## src/rtl/queens_onehot_enc.sv

```systemverilog
// Combinational one-hot check and row-index encoder for a single board column.
module queens_onehot_enc #(
  parameter int N  = 8,
  parameter int IW = $clog2(N)
) (
  input  logic [N-1:0]  col_i,
  output logic          onehot_o,
  output logic [IW-1:0] row_o
);

  always_comb begin
    row_o = '0;
    for (int r = 0; r < N; r++) begin
      if (col_i[r]) begin
        row_o = row_o | IW'(r);
      end
    end
    // Exactly one bit set: non-zero and clearing the lowest set bit leaves nothing.
    onehot_o = (col_i != '0) && ((col_i & (col_i - N'(1))) == '0);
  end

endmodule

```

## config.mk

```make
export PLATFORM = sky130hd
export DESIGN_NAME = queens_onehot_enc
export DESIGN_NICKNAME = d
export VERILOG_FILES = /design/src/rtl/queens_onehot_enc.sv
export SDC_FILE = /design/constraint.sdc
export NUM_CORES = 1
export LEC_CHECK = 0
export CORE_AREA = 2 2 39 41
export DETAILED_ROUTE_END_ITERATION = 12
export DIE_AREA = 0 0 41 43
export SYNTH_ARGS = -nofsm -noshare
export SYNTH_HDL_FRONTEND = slang
export SYNTH_SLANG_ARGS = --single-unit
```

## constraint.sdc

```tcl
create_clock -name vclk -period 5.45
set_input_delay 1.635 -clock vclk [all_inputs]
set_output_delay 1.635 -clock vclk [all_outputs]
set_load 0.1 [all_outputs]
```

==> flow_metrics.tcl <==
# place-and-route summary
set metrics [dict create \
    status "finished clean" \
    ys_warn_count 0 \
    synth_top_cell_by_area "nor4_4" \
    p_switching_mw 0.0109 \
    ios 12 \
    crit_chain "clkdlybuf4s50_1 -> or3_4 -> nor4_4 -> nand3b_1 -> a31oi_2 -> buf_12" \
    hold_buffers 0 \
    fmax_ghz 0.204 \
    firstDrtPassIters 2 \
    use_met2 0.0781 \
    die_area_um2 1760 \
    final_nets 36 \
    n_tap_cell 16 \
    buffers 12 \
    design.seq.count 0 \
    ant_nets 0 \
    topCellsByArea "nor4_4, nand3b_1, or4_1" \
    p_total_mw 0.0194 \
    internal_power_mw 0.00856 \
    utilization 0.193 \
    critPathCapture "onehot_o" \
    layout.nonclk_buf_frac 0.460 \
    syn_nets 22 \
    final-clk-cell-share 0 \
    yosys_cells 14 \
    cpMaxStageDelayCell "clkdlybuf4s50_1" \
    pre_cts_ws_ns 0.539 \
    max_stage_delay_ns 0.47 \
    hold_depth 4 \
    hold_end "onehot_o" \
    area.growth.synth_to_final_pct 127 \
    grt_use_met1 0.0506 \
    wl_per_cell_um 9.95 \
    postCtsSetupBuffers 0 \
    top_area_frac 0.181 \
]
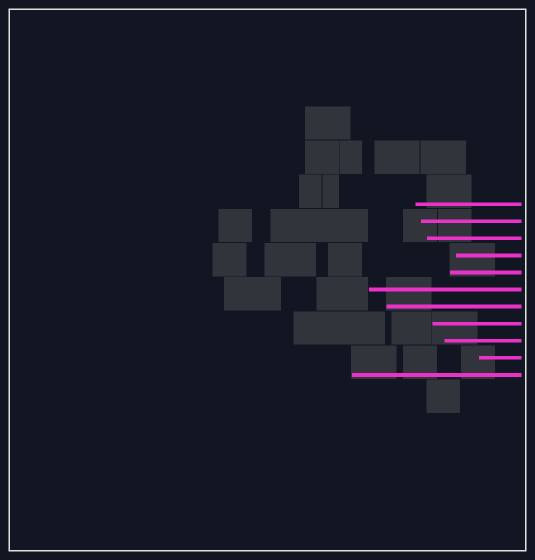
(the metal 3 layer)
wire length on this layer	84.8 um
longest straight run	13.2 um
share of all routed wire	20%
main direction	horizontal
nets with wire on the layer	11

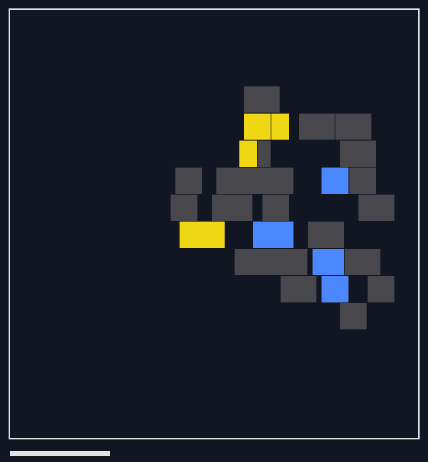
(gate-type map)
The bar under the picture is 10 um long.
family	colour	cells
AND and OR gates	blue	4
inverting AOI/OAI gates	yellow	4

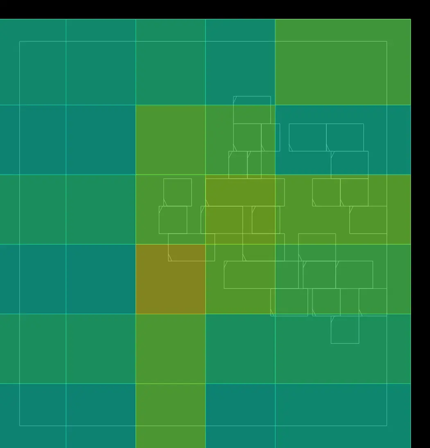
(track usage over the die)
Tot GR Track Use: 0.0420
gr busiest metal: met2

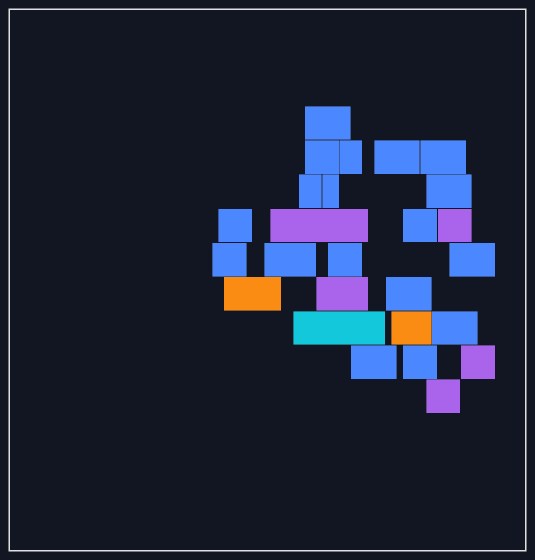
(cells by drive strength)
size	colour	cells
drive 6 and up	cyan	1
drive 3 to 4	purple	5
drive 1 or less	blue	18
drive 2	orange	2

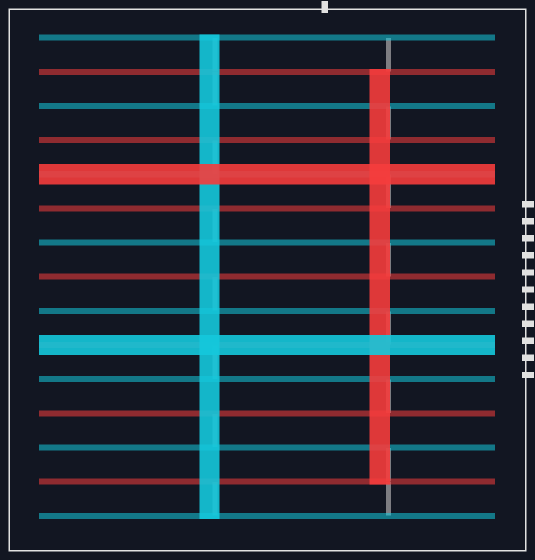
(power grid)
Pins as bars on the die edge. Tap cells in grey.
net	colour
VSS	cyan
VDD	red
rows	14
met5 straps	2
signal pins	12
tap cells	16

